`config.mk`:
```
export PLATFORM = sky130hd
export DESIGN_NAME = muldiv_alu
export DESIGN_NICKNAME = d
export VERILOG_FILES = /design/src/rtl/muldiv_alu.sv
export SDC_FILE = /design/constraint.sdc
export NUM_CORES = 1
export LEC_CHECK = 0
export CORE_MARGIN = 3
export CORE_UTILIZATION = 25
export DETAILED_ROUTE_END_ITERATION = 8
export HOLD_SLACK_MARGIN = 0.15
export MAX_ROUTING_LAYER = met4
export SYNTH_ARGS = -nofsm -noshare
export SYNTH_HDL_FRONTEND = slang
export SYNTH_SLANG_ARGS = --single-unit
```
`constraint.sdc`:
```
create_clock -name clk -period 15.5 [get_ports clk]
set_input_delay 3.1 -clock clk [delete_from_list [all_inputs] [get_ports clk]]
set_output_delay 3.1 -clock clk [all_outputs]
set_load 0.05 [all_outputs]
```
`src/rtl/muldiv_alu.sv`:
```
// Integer ALU: single-cycle logic/shift/add ops plus iterative shift-add multiply
// and restoring divide. Define ALU_DIV_EN to build the divider (codes 24/25).
module muldiv_alu #(
  parameter int WIDTH = 32
) (
  input  logic             clk,
  input  logic             rst_n,
  input  logic             in_valid,
  output logic             in_ready,
  input  logic [4:0]       alu_op,
  input  logic [WIDTH-1:0] s_1,
  input  logic [WIDTH-1:0] s_2,
  output logic             out_valid,
  output logic [WIDTH-1:0] result,
  output logic [3:0]       flags
);
  localparam int SH = $clog2(WIDTH);
  localparam int CW = $clog2(WIDTH + 1);

  typedef enum logic [1:0] {IDLE, MUL, DIV} state_t;
  state_t state, state_nx;

  logic [CW-1:0]    cnt;
  logic             hi_sel;
  logic [WIDTH-1:0] opb_q, acc_q, lo_q;

  // single-cycle datapath
  logic [SH-1:0]      amt;
  logic [2*WIDTH-1:0] lsl_w, lsr_w;
  logic [WIDTH-1:0]   add_b, sc_res;
  logic               add_ci, sub_op, ovf, sc_c, sc_o, sc_sup, start_mul, start_div;
  logic [WIDTH:0]     sum;

  always_comb begin
    amt    = s_2[SH-1:0];
    lsl_w  = {{WIDTH{1'b0}}, s_1} << amt;
    lsr_w  = {s_1, {WIDTH{1'b0}}} >> amt;
    sub_op = (alu_op == 5'd16) || (alu_op == 5'd17);
    add_b  = sub_op ? ~s_2 : s_2;
    add_ci = (alu_op == 5'd16) ? 1'b1 : (alu_op == 5'd14) ? 1'b0 : flags[0];
    sum    = {1'b0, s_1} + {1'b0, add_b} + {{WIDTH{1'b0}}, add_ci};
    ovf    = (s_1[WIDTH-1] == add_b[WIDTH-1]) && (sum[WIDTH-1] != s_1[WIDTH-1]);
    sc_res    = '0;
    sc_c      = 1'b0;
    sc_o      = 1'b0;
    sc_sup    = 1'b1;
    start_mul = 1'b0;
    start_div = 1'b0;
    case (alu_op)
      5'd0:  sc_res = s_1 & s_2;
      5'd1:  sc_res = ~(s_1 & s_2);
      5'd2:  sc_res = s_1 | s_2;
      5'd3:  sc_res = ~(s_1 | s_2);
      5'd4:  sc_res = s_1 ^ s_2;
      5'd5:  sc_res = ~(s_1 ^ s_2);
      5'd6:  sc_res = ~s_2;
      // bit WIDTH of lsl_w / bit WIDTH-1 of lsr_w hold the last bit out, 0 at amt 0
      5'd7:  begin sc_res = lsl_w[WIDTH-1:0];                      sc_c = lsl_w[WIDTH];   end
      5'd8:  begin sc_res = lsr_w[2*WIDTH-1:WIDTH];                sc_c = lsr_w[WIDTH-1]; end
      5'd9:  begin sc_res = WIDTH'($signed(s_1) >>> amt);          sc_c = lsr_w[WIDTH-1]; end
      5'd10: begin sc_res = lsl_w[WIDTH-1:0] | lsl_w[2*WIDTH-1:WIDTH]; sc_c = lsl_w[WIDTH]; end
      5'd11: begin sc_res = lsr_w[2*WIDTH-1:WIDTH] | lsr_w[WIDTH-1:0]; sc_c = lsr_w[WIDTH-1]; end
      5'd14, 5'd15, 5'd16, 5'd17: begin
        sc_res = sum[WIDTH-1:0];
        sc_c   = sum[WIDTH];
        sc_o   = ovf;
      end
      5'd22, 5'd23: start_mul = 1'b1;
`ifdef ALU_DIV_EN
      5'd24, 5'd25: start_div = 1'b1;
`endif
      default: sc_sup = 1'b0;
    endcase
  end

  // iterative datapath: acc_q is the high half (mul) or partial remainder (div)
  logic [WIDTH:0]   mul_sum;
  logic [WIDTH-1:0] step_hi, step_lo, fin_res;
  logic             fin_c;
`ifdef ALU_DIV_EN
  logic [WIDTH:0]   rem_sh;
  logic [WIDTH-1:0] div_diff;
  logic             div_ge;
`endif

  always_comb begin
    mul_sum = {1'b0, acc_q} + (lo_q[0] ? {1'b0, opb_q} : {(WIDTH+1){1'b0}});
    step_hi = mul_sum[WIDTH:1];
    step_lo = {mul_sum[0], lo_q[WIDTH-1:1]};
    fin_res = hi_sel ? step_hi : step_lo;
    fin_c   = hi_sel ? 1'b0 : (step_hi != '0);
`ifdef ALU_DIV_EN
    rem_sh   = {acc_q, lo_q[WIDTH-1]};
    div_ge   = rem_sh >= {1'b0, opb_q};
    div_diff = rem_sh[WIDTH-1:0] - opb_q;
    if (state == DIV) begin
      step_hi = div_ge ? div_diff : rem_sh[WIDTH-1:0];
      step_lo = {lo_q[WIDTH-2:0], div_ge};
      fin_res = hi_sel ? step_hi : step_lo;
      // a zero divisor naturally yields all-ones quotient and remainder = dividend
      fin_c   = (opb_q == '0);
    end
`endif
  end

  assign in_ready = (state == IDLE);

  always_comb begin
    state_nx = state;
    case (state)
      IDLE: if (in_valid) begin
        if (start_mul)      state_nx = MUL;
        else if (start_div) state_nx = DIV;
      end
      MUL, DIV: if (cnt == CW'(1)) state_nx = IDLE;
      default: state_nx = IDLE;
    endcase
  end

  always_ff @(posedge clk) begin
    if (!rst_n) begin
      state     <= IDLE;
      out_valid <= 1'b0;
      result    <= '0;
      flags     <= 4'b0000;
      cnt       <= '0;
      hi_sel    <= 1'b0;
      opb_q     <= '0;
      acc_q     <= '0;
      lo_q      <= '0;
    end else begin
      state     <= state_nx;
      out_valid <= 1'b0;
      if (state == IDLE) begin
        if (in_valid) begin
          if (start_mul || start_div) begin
            acc_q  <= '0;
            lo_q   <= s_1;
            opb_q  <= s_2;
            hi_sel <= alu_op[0];
            cnt    <= CW'(WIDTH);
          end else begin
            out_valid <= 1'b1;
            result    <= sc_res;
            if (sc_sup) flags <= {sc_o, sc_res[WIDTH-1], sc_res == '0, sc_c};
          end
        end
      end else begin
        acc_q <= step_hi;
        lo_q  <= step_lo;
        cnt   <= cnt - CW'(1);
        if (cnt == CW'(1)) begin
          out_valid <= 1'b1;
          result    <= fin_res;
          flags     <= {1'b0, fin_res[WIDTH-1], fin_res == '0, fin_c};
        end
      end
    end
  end
endmodule
```
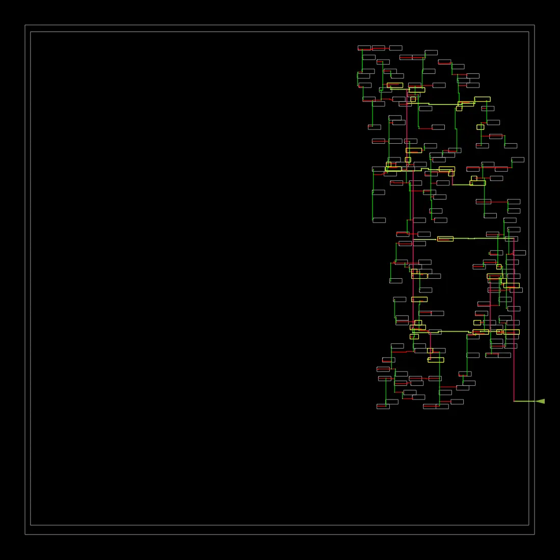
*Clock routing, run 1*
Max Clock Skew: 0.0135 ns
clk sinks: 141
clock buffers: 18
Flops: 141

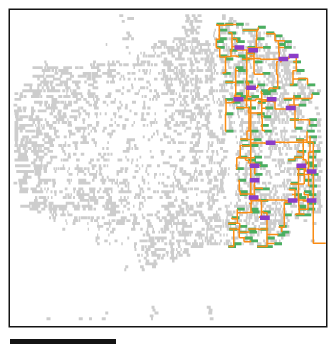
*Clock network drawn from the DEF, run 1*
Bar = 100 um.
- purple: clock drivers (count 17)
- green: flip-flops (count 141)
- orange: clock wires (length 2000 um)
- routed clock nets: 18

==> impl_metrics.toml, run 1 <==
# generated from flow reports
[synth]
async_reset_ff_frac = 0
common_cells = "nand2_1, nor2_1, a21oi_1, clkbuf_1, o21ai_0"
yosys_area_um2 = 21300
yosysCellCount = 2849
ys_sh_simple = 0.222
topCellsByArea = "dfxtp_1, ha_1, mux2i_1"
yosysMostFrequentCell = "nand2_1"
synthCells = 2849
ys_sh_aoi = 0.268
largest_area_cell = "dfxtp_1"
synth-edff-count = 0
topCombFamilyByArea = "AND-OR/OR-AND gates"
top_cell_area_share = 0.133
syn-mean-instance-area_um2 = 7.47
yosys_warnings = 0
ys_sh_xor = 0.0548
ys_ff = 141
mux_share = 0.169
synth_area_um2 = 21300
synth_seq_share = 0.133
fa_ha_area_frac = 0.0793
ff_type = "dfxtp_1"
synthesis.nets = 3054
synth_cell_types = 97

[setup_path]
crit_family = "AND-OR/OR-AND gates"
crit_path_max_incr_delay_ns = 0.72
worst-path-buf-inv = 5
cpMostUsedCell = "buf_4"
crit_slowest_cell = "a2111oi_0"
arrival_ns = 8.88
end_kind = "flop"
path_cells = "buf_6 -> buf_4 -> buf_4 -> clkinv_1 -> buf_4 -> xnor2_1 -> ha_1 -> a21o_1 -> and3_1 -> o21a_1 -> a2111oi_0 -> o21ai_0 -> xor2_1 -> a2111oi_0 -> nand2_1 -> nor4_1 -> nand4_1 -> nand2_1"
required_ns = 15.88
path_class = "input pin to flop"
path_max_fanout = 81
crit_path_start_kind = "input pin"

[clock_network]
clkTransAtPathRegs_ns = 0.07
cts-htree-levels = 4
clock_latency_ns = 0.44
cts_buffer_depth = 2
clock-root-buffer = "clkbuf_16"
cts_resized = 0
cts_tree = "built"
post_cts_buffers = 0
numCtsBuffers = 17
ctsHoldBuffers = 0

[power]
p_leak_nw = 8.91
cellPowerDensity_nw_per_um2 = 60.1
ir_drop_mv = 0.0722

[detailed_routing]
drt_iter0_markers = 2989
drt-total-wl_um = 118000
dr.pass1.iters = 7
vias = 23556
avgRoutedWirePerCell_um = 29.7
drc = 0
ant_nets = 0
viasPerCell = 5.95

[floorplanning]
design.die.area_um2 = 88600
pin_count = 110
rows = 106
coreArea_um2 = 84000
die_h_um = 298
die_w_um = 298
fp_util = 0.253

[run]
stage_log_warnings = 64
timing.max_cap.violations = 0

[timing]
fin_crit_ns = 8.50
worst_hold_slack_ns = 0.458
worst_slew_pin_slew_ns = 1.31
fin_crit_sh = 0.548
maxClockFrequency_mhz = 118
slew_headroom = 0.104
hold_viol = 0
setup_violations = 0
rsz0062_at_grt = "false"
tns_ns = 0
finalMaxSlewViolations = 0

[worst_hold_path]
min_path_type = "flop to flop"

[run_status]
status = "complete, no violations"

[placement]
gp_congestion = 1.10
dp_hpwl_um = 91800
io_buffers = 109

[finish]
drive_gt1_frac = 0.0979
register_area_um2 = 2830
syn_to_final_growth_pct = 12.1
nets = 3011
logic_area_um2 = 16900
filler_cell_count = 9269

[global_routing]
grt_pass1_wl_um = 166000
grt_usage = 0.261
grt_max_degree = 104
antenna_found_initial = 8
grt_pass1_vias = 21905
grt_overflow = 0
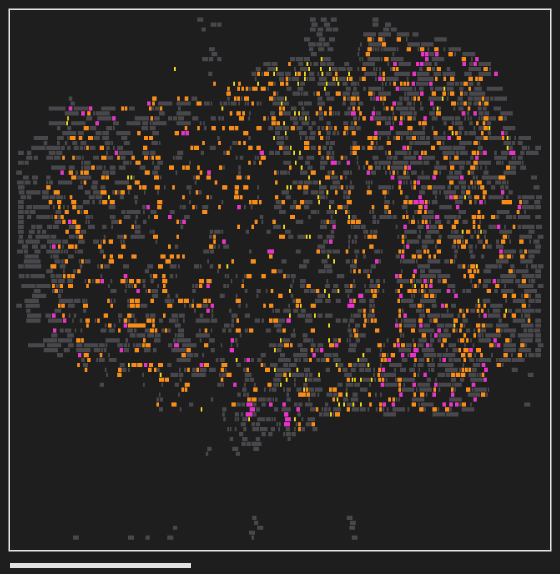
*Gate-type map, run 1*
Bar = 100 um.
- yellow: inv cells (cells 111; most used inv_1)
- magenta: and/or cells (cells 162; most used and2_1)
- orange: aoi and oai cells (cells 727; most used a21oi_1)

[run 1: logic make-up after synthesis]
logic type | Yosys count
buf+inv | 361
compound gates | 840
fa+ha+maj | 133
simple gates | 970
flops | 141
mux | 271
xor+xnor | 133
[run 1: tightest hold or removal path, cell delays in order (launching register included)]
cell	delay, ns
dfxtp_1	0.31
nand2_1	0.04
a21boi_0	0.06
[run 1: metal layers]
layer  global-route usage  share of wire  up-vias
li1                     -              -    10410
met4                0.124          0.055        0
met2                0.389           0.43     1383
met5                    -              0        -
met1                0.343           0.42    11501
met3               0.0447          0.093      262
[run 1: cell usage in the layout (no fill, tap or decap), drive strengths merged, types with 14 or more instances in the layout]
cell	Yosys	final
nand2	327	327
nor2	204	204
a21oi	177	177
o21ai	159	159
mux2i	154	154
dfxtp	141	141
ha	130	130
inv	109	116
xnor2	104	104
clkdlybuf4s50	0	101
and2	96	96
buf	91	87
nor2b	66	66
a21boi	65	65
mux4	64	64
nand3	59	59
nor3	54	54
a211oi	53	53
mux2	53	53
o22ai	49	49
o211ai	40	40
a22oi	35	35
xor2	29	29
a21o	28	28
nand2b	26	26
nand4	25	25
o221ai	24	24
nor4	20	20
a2111oi	19	19
o21a	18	18
clkbuf	159	18
or2	16	16
and3	15	15
a211o	15	15
a31oi	15	15
a221oi	14	14
[run 1: sequential cells by signal, indices dropped and copies added, names as in the netlist]
signal,cells
flags,4
opb_q,32
state,1
result,32
acc_q,32
cnt,6
hi_sel,1
lo_q,32
out_valid,1
[run 1: layout make-up]
class / instances / share of cell area
Clock inverter: 14 / 0.00530
Multi-Input combinational cell: 2347 / 0.710
Timing Repair Buffer: 188 / 0.0699
Tap cell: 1134 / 0.0595
Antenna cell: 9 / 0.000944
Clock buffer: 18 / 0.0184
Sequential cell: 141 / 0.119
Inverter: 111 / 0.0175
[run 1: final timing paths]
path	from	to	slack (ns)	depth (start not counted)
max	s_2[1]	flags[1]	7.00	18
max reg2reg	flags[0]	flags[1]	10.82	16
min reg2reg	opb_q[1]	opb_q[1]	0.46	2
min	opb_q[1]	opb_q[1]	0.46	2
[run 1: report_power, final]
| part | switching, mW | leakage, nW | total, mW | internal (mW) |
|---|---|---|---|---|
| combinational | 0.435 | 7.50 | 0.658 | 0.223 |
| sequential | 0.00852 | 1.14 | 0.381 | 0.372 |
| clock | 0.181 | 0.270 | 0.396 | 0.215 |
| total | 0.625 | 8.91 | 1.43 | 0.810 |
[run 1: per-stage QoR]
step / instance area, um^2 / utilization / power (mW) / setup slack [ns] / instances
6_report: 23900 / 0.284 / 1.43 / 7.00 / 3962
3_5_place_dp: 23300 / 0.277 / 1.02 / 6.67 / 3921
3_3_place_gp: 23300 / 0.277 / 1.03 / 6.69 / 3921
2_1_floorplan: 21300 / - / 0.782 / 7.88 / 2849
4_1_cts: 23800 / 0.284 / 1.42 / 7.13 / 3953
5_1_grt: 23800 / 0.284 / 1.48 / 6.59 / 3958
### Cells coloured by class, run 1

Bar = 100 um.
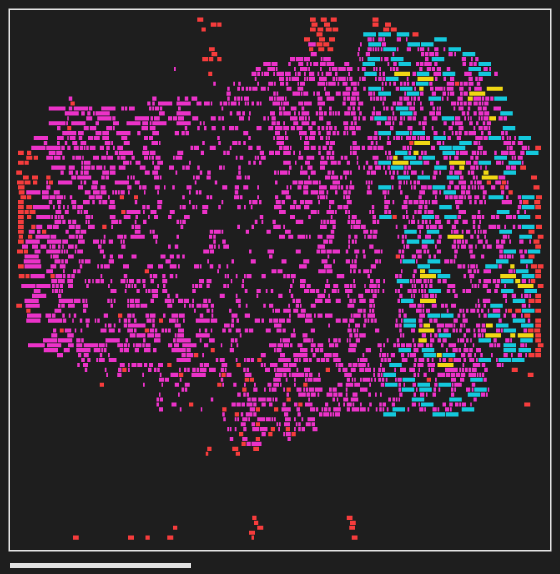

==> run 1 -> run 2 <==
==> constraint.sdc (replaced) <==
create_clock -name clk -period 7.55 [get_ports clk]
set_input_delay 1.51 -clock clk [delete_from_list [all_inputs] [get_ports clk]]
set_output_delay 1.51 -clock clk [all_outputs]
set_load 0.05 [all_outputs]
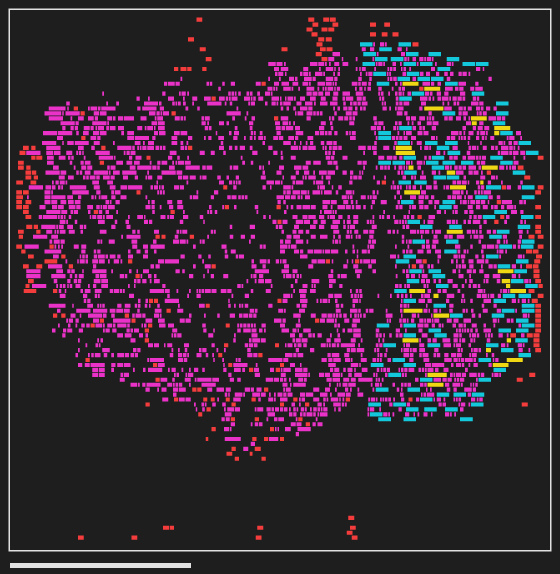
*Cells coloured by class, run 2*
Bar = 100 um.
- red: remaining buffers and delay cells (cells 218; share of their area 8.4%)
- cyan: sequential cells (cells 141; share of their area 12%)
- magenta: combinational and other logic (cells 2458; share of their area 76%)
- yellow: clock drivers and dummy loads (cells 31; share of their area 2.8%)
core area: 84000 um^2
post-layout util: 0.288
row count: 106

==> impl_metrics.toml, run 2 <==
# generated from flow reports
[finish]
final_cell_mix = "nand2_1, nor2_1, a21oi_1"
layout_top_cell = "nand2_1"
syn_to_final_growth_pct = 13.8
nets = 3041
final_area_um2 = 24200
drive_gt1_frac = 0.108
filler_cell_count = 9214

[synth]
ff_type = "dfxtp_1"
largest_area_cell = "dfxtp_1"
synth_cell_types = 97
async_reset_ff_frac = 0
top_cell_area_share = 0.133
ys_ff = 141
syn-mean-instance-area_um2 = 7.47
synth_seq_share = 0.133
synth_area_um2 = 21300
synth-edff-count = 0
topCellsByArea = "dfxtp_1, ha_1, mux2i_1"
synthesis.nets = 3054
yosysCellCount = 2849
yosysMostFrequentCell = "nand2_1"

[setup_path]
crit_path_max_incr_delay_ns = 0.78
crit_path_start_kind = "input pin"
cpMostUsedCell = "buf_4"
path_cells = "clkdlybuf4s50_1 -> buf_4 -> nor4b_2 -> buf_4 -> buf_4 -> xnor2_1 -> ha_1 -> a21oi_1 -> o21ai_0 -> or2_0 -> o21ba_2 -> o41ai_1 -> xnor2_1 -> a2111oi_0 -> nand4_1 -> a2111oi_0 -> nand4_1 -> nand2_1"
arrival_ns = 6.84
crit_slowest_cell = "a2111oi_0"
path_class = "input pin to flop"
required_ns = 7.94
end_kind = "flop"

[clock_network]
clkTransAtPathRegs_ns = 0.06
post_cts_buffers = 0
clock_sinks = 141
cts_tree = "built"
cts_buffer_depth = 2
cts_resized = 0
clock-root-buffer = "clkbuf_16"

[detailed_routing]
ant_nets = 0
viasPerCell = 5.96
drt-total-wl_um = 119000
avgRoutedWirePerCell_um = 29.8
dr.pass1.iters = 7
vias = 23795

[timing]
maxClockFrequency_mhz = 155
rsz0062_at_grt = "false"
fin_crit_sh = 0.855
hold_viol = 0
worst_hold_slack_ns = 0.458
worst_slew_pin_slew_ns = 1.25
finClkSkew_ns = 0.0122
slew_headroom = 0.165

[run]
stage_log_warnings = 63

[global_routing]
grt_usage = 0.264
grt_overflow = 0
globalRouteMet1Util = 0.340
antenna_found_initial = 10
busiest_layer = "met2"
use_met3 = 0.0546

[power]
ir_drop_mv = 0.123
cellPowerDensity_nw_per_um2 = 127

[floorplanning]
die_h_um = 298
pin_count = 110
fp_util = 0.253
die_w_um = 298

[run_status]
status = "complete, no violations"

[placement]
dp_hpwl_um = 93600
place_area_um2 = 23500

[worst_hold_path]
min_path_type = "flop to flop"
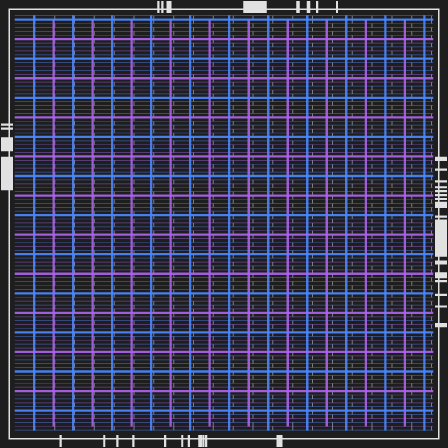
*PDN straps and rails, run 2*
Pins as bars on the die edge. Tap cells in grey.
- purple: VDD
- blue: VSS
- met4 straps: 21
- met5 straps: 21
- tap cells: 1134
- signal pins: 110
- met1 rails: 107

run 2: worst paths after layout:
kind	cells past startpoint	endpoint	startpoint	slack, ns
hold / removal	2	opb_q[4]	opb_q[4]	0.46
setup reg to reg	14	flags[0]	lo_q[0]	2.97
setup / recovery	18	flags[1]	alu_op[4]	1.09
hold reg to reg	2	opb_q[4]	opb_q[4]	0.46
run 2: area by class of cell:
class | instances | area, um^2 | area share
inverter | 111 | 417 | 0.0172
tap | 1134 | 1420 | 0.0586
multi-input combinational | 2347 | 17000 | 0.701
clock inverter | 12 | 185 | 0.00765
clock buffer | 19 | 453 | 0.0187
sequential | 141 | 2830 | 0.117
antenna | 11 | 27.5 | 0.00114
timing repair buffer | 218 | 1920 | 0.0792
run 2: power breakdown:
group / total, mW / internal (mW) / switching [mW]
registers: 0.779 / 0.764 / 0.0154
clock network: 0.923 / 0.572 / 0.352
logic: 1.38 / 0.471 / 0.912
total: 3.09 / 1.81 / 1.28
run 2: cells by family (layout without fill, tap and decap cells):
| group | after synthesis | in the layout | synth area share |
|---|---|---|---|
| AOI/OAI and AO/OA | 840 | 840 | 0.268 |
| xor gates and xnor gates | 133 | 133 | 0.0548 |
| adders and majority gates | 133 | 133 | 0.0793 |
| buffers and inverters | 361 | 360 | 0.0733 |
| DFF | 141 | 141 | 0.133 |
| muxes | 271 | 271 | 0.169 |
| other | 0 | 11 | 0 |
| and+or+nand+nor | 970 | 970 | 0.222 |
run 2: stage by stage:
step	cells	power (mW)	setup WS (ns)
floorplan	2849	1.60	1.52
global placement	3951	2.13	0.750
detailed placement	3951	2.12	0.673
CTS	3982	3.04	1.15
global route	3991	3.18	0.599
finish	3993	3.09	1.09
run 2: layer usage:
metal | vias up | wire, um
li1 | 10472 | -
met1 | 11522 | 49100
met2 | 1489 | 50700
met3 | 312 | 11900
met4 | 0 | 7300
met5 | - | 0
run 2: critical path: cells and delay by family:
family	cells	cell delay (ns)
AOI/OAI and AO/OA	6	2.38
and+or+nand+nor	5	0.88
buffers and inverters	4	1.43
adders and majority gates	1	0.30
xor gates and xnor gates	2	0.31
Power is estimated from default activity; no workload was simulated.
